## config.mk

```make
export PLATFORM = sky130hd
export DESIGN_NAME = count_ctrl
export DESIGN_NICKNAME = d
export VERILOG_FILES = /design/src/rtl/count_ctrl.sv
export SDC_FILE = /design/constraint.sdc
export NUM_CORES = 1
export LEC_CHECK = 0
export CORE_MARGIN = 5
export CORE_UTILIZATION = 50
export CTS_BUF_LIST = sky130_fd_sc_hd__clkbuf_16
export DETAILED_ROUTE_END_ITERATION = 12
export PLACE_DENSITY = 0.67
export SYNTH_ARGS = -nofsm -noshare
export SYNTH_HDL_FRONTEND = slang
export SYNTH_SLANG_ARGS = --single-unit
```

## constraint.sdc

```tcl
create_clock -name Clk -period 2.5 [get_ports Clk]
set_input_delay 0.5 -clock Clk [delete_from_list [all_inputs] [get_ports Clk]]
set_output_delay 0.5 -clock Clk [all_outputs]
set_load 0.02 [all_outputs]
```

## src/rtl/count_ctrl.sv

```systemverilog
// Run/stop/clear controller for a downstream 16-bit counter: button synchronizers,
// optional debounce (COUNT_CTRL_DEBOUNCE_EN), press-edge detection, run FSM and tick prescaler.
module count_ctrl #(
  parameter int unsigned DIV    = 50000000,
  parameter int unsigned DB_CNT = 1000000
) (
  input  logic Clk,
  input  logic Reset,
  input  logic BtnRun,
  input  logic BtnClr,
  output logic Enable,
  output logic Clear,
  output logic Running
);

  localparam int unsigned   PW       = (DIV > 1) ? $clog2(DIV) : 1;
  localparam logic [PW-1:0] PRE_LAST = PW'(DIV - 1);

  typedef enum logic {
    STOPPED = 1'b0,
    RUNNING = 1'b1
  } state_t;

  state_t        state;
  logic [PW-1:0] presc;

  // bit 0 = run button, bit 1 = clear button
  logic [1:0] sync1;
  logic [1:0] sync2;
  logic [1:0] level;
  logic [1:0] level_d;
  logic [1:0] press;
  logic       run_press;
  logic       clr_press;

  always_ff @(posedge Clk or posedge Reset) begin
    if (Reset) begin
      sync1 <= '0;
      sync2 <= '0;
    end else begin
      sync1 <= {BtnClr, BtnRun};
      sync2 <= sync1;
    end
  end

`ifdef COUNT_CTRL_DEBOUNCE_EN
  localparam int unsigned   DW      = (DB_CNT > 1) ? $clog2(DB_CNT) : 1;
  localparam logic [DW-1:0] DB_LAST = DW'(DB_CNT - 1);

  logic [DW-1:0] db_cnt [2];

  // The level flips on the DB_CNT-th consecutive cycle of disagreement.
  always_ff @(posedge Clk or posedge Reset) begin
    if (Reset) begin
      level     <= '0;
      db_cnt[0] <= '0;
      db_cnt[1] <= '0;
    end else begin
      for (int unsigned i = 0; i < 2; i++) begin
        if (sync2[i] != level[i]) begin
          if (db_cnt[i] == DB_LAST) begin
            level[i]  <= sync2[i];
            db_cnt[i] <= '0;
          end else begin
            db_cnt[i] <= db_cnt[i] + 1'b1;
          end
        end else begin
          db_cnt[i] <= '0;
        end
      end
    end
  end
`else
  always_comb level = sync2;
`endif

  always_ff @(posedge Clk or posedge Reset) begin
    if (Reset) begin
      level_d <= '0;
    end else begin
      level_d <= level;
    end
  end

  always_comb begin
    press     = level & ~level_d;
    clr_press = press[1];
    run_press = press[0] & ~press[1];
  end

  // Clear wins over run; the prescaler only advances while running so a pause keeps tick phase.
  always_ff @(posedge Clk or posedge Reset) begin
    if (Reset) begin
      state <= STOPPED;
      presc <= '0;
      Clear <= 1'b0;
    end else begin
      Clear <= clr_press;
      if (clr_press) begin
        state <= STOPPED;
        presc <= '0;
      end else begin
        if (state == RUNNING) begin
          presc <= (presc == PRE_LAST) ? '0 : presc + 1'b1;
        end
        if (run_press) begin
          state <= (state == RUNNING) ? STOPPED : RUNNING;
        end
      end
    end
  end

  always_comb begin
    Running = (state == RUNNING);
    Enable  = (state == RUNNING) && (presc == PRE_LAST);
  end

endmodule

```

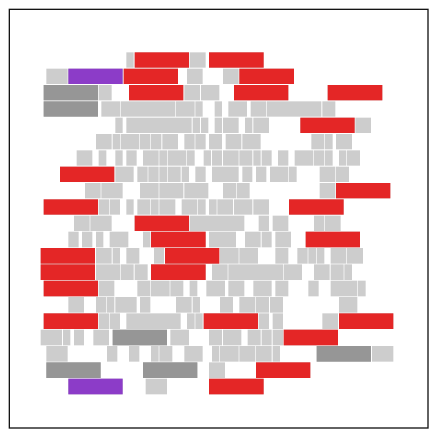
Figure 1: sequential cells grouped by signal name.
(6 px per um) Other sequential cells in the stronger gray, the rest of the logic in the fainter gray.
[red] `presc` | flops: 26 | where: spread over the die
[purple] `level` | flops: 2
Register Area: 851 sq um
sequential share of cell area: 0.382
Final Util: 0.657
Seq power: 590 uW

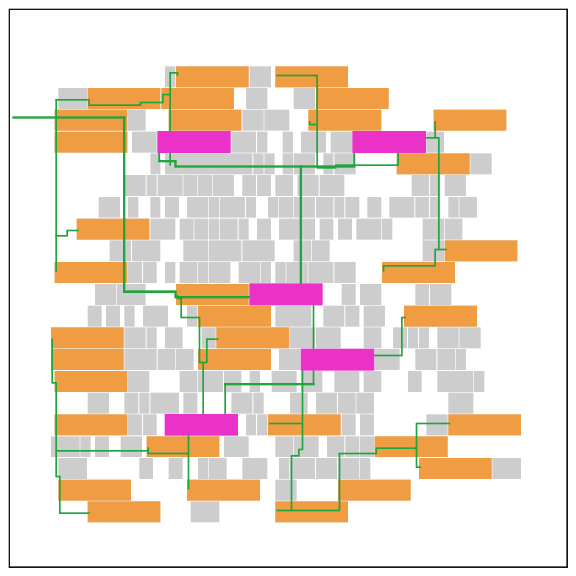
Figure 2: clock wires, drivers and flops.
(8 px per um)
[magenta] clock drivers | count: 5
[green] clock wires | length: 409 um
[orange] flip-flops | count: 34
flops lie: spread over the die
clock network power: 694 uW
clk latency late pin: 0.28 ns
Clock Skew: 0.00350 ns

## worst max-delay path, delay by kind of cell (launching register included)
kind          cells  cell delay [ns]
buf+inv           1             0.15
flops             1             0.39
simple gates      4             1.12
## registers in the layout, summed over array words and instances, names as in the netlist
signal and cells:
level_d 2, Running 1, presc 26, sync1 2, level 2, Clear 1
## routing by layer
metal	global-route usage	vias up	wire length [um]
li1	-	738	-
met1	0.230	747	1770
met2	0.297	62	2040
met3	0.0536	6	291
met4	0.0716	0	55
met5	0	-	0
## kinds of logic after synthesis
| logic type | Yosys count |
|---|---|
| xor gates and xnor gates | 16 |
| and+or+nand+nor | 97 |
| buffers and inverters | 15 |
| DFF | 34 |
| adders and majority gates | 1 |
| muxes | 3 |
| AOI/OAI and AO/OA | 21 |
## what timing repair did
action | 4_1_cts | 5_1_grt
pin swaps | 0 | 2
resized | 5 | 3
setup endpoints to repair | 1 | 1
## power by group through the flow
| stage | combinational (mW) | clock, mW | sequential [mW] |
|---|---|---|---|
| finish | 0.177 | 0.694 | 0.590 |
| global route | 0.195 | 0.737 | 0.594 |
| CTS | 0.175 | 0.709 | 0.591 |
| detailed placement | 0.175 | 0 | 0.600 |
| global placement | 0.169 | 0 | 0.598 |
| floorplan | 0.106 | 0 | 0.611 |
## worst max-delay path by stage
stage / from / end / slack [ns] / cells past startpoint
2_1_floorplan: presc[0]$_DFFE_PP0N_ / Enable / 0.20 / 7
3_3_place_gp: presc[24]$_DFFE_PP0N_ / Enable / -0.08 / 5
3_5_place_dp: presc[16]$_DFFE_PP0N_ / Enable / -0.08 / 5
4_1_cts: presc[24]$_DFFE_PP0N_ / Enable / 0.06 / 5
5_1_grt: presc[18]$_DFFE_PP0N_ / Enable / -0.004 / 5
6_report: presc[18]$_DFFE_PP0N_ / Enable / 0.06 / 5
==> Changelog: implementation <==
## Flow update

- Worst VDD drop: 0.555 mV
- Final GP Congestion: 1.02
- Worst-path clk slew: 0.05 ns
- Port-buffer cells: 6
- Final Cycle Share: 0.975
- Unique cell types: 38
- CP Class: reg2out
- Hold Slack: 0.349 ns
- Worst hold stages: 0
- DP Wirelength: 2880 um
- TAP cells: 46
- Post-cts hold-fix buffer tally: 0
- Sw frac: 0.238
- R2r endpoint: presc[23]$_DFFE_PP0N_
- Yosys simple share: 0.291
- Top comb family, area: simple AND/OR/NAND/NOR gates
- Synth Cell Area: 1770 sq um
- Non-filler instance count after layout: 267
- Pleak: 0.944 nW
- Top-Level Pins: 7
- Crit. End Element: primary output
- Most numerous logic cell after layout: dfrtp_1
- Tool warning count: 26
- Cell Rows: 21
- Initial antenna violation count: 0
- Num CTS Buffers: 5
- PnR worst setup slack: 0.0625 ns
- Clock network share of area: 0.0764
- CTS Root Buffer Type: clkbuf_16
- Logic pwr share: 0.121
- Yosys warns: 0
- Gr usage total: 0.183
- Syn_nets: 192
- Final instance area: 2230 sq um
- Gate Area: 842 sq um
- Slowest cell on crit path: or4_4
- Max incr delay on CP: 0.57 ns
- Floorplan utilization: 0.523
- Layout cells sized above 1: 0.208
- Slew margin rel.: 0.681
- CP Max Fanout: 2
- Clock buffer count: 5
- CTS HTree Levels: 2
- Number of enable flip-flop cells: 0
- Maxcap violations: 0
- Diode count: 0
- Yosys stat cell total: 187
- Comb/total area: 0.378
- Antenna Nets Post-Route: 0
- # setup viols final: 0
- Adder share: 0.00706
- Critical path required time: 2.00 ns
- Number of logic gates: 138
- Final Hold Viols: 0
- Status: completed
- Longest Clk Path Bufs: 2
- Vias: 1553
- Synth Area in XOR/XNOR: 0.0790
- Core area: 3390 sq um
Power figures rest on the tool's default switching activity, not on a simulated workload.
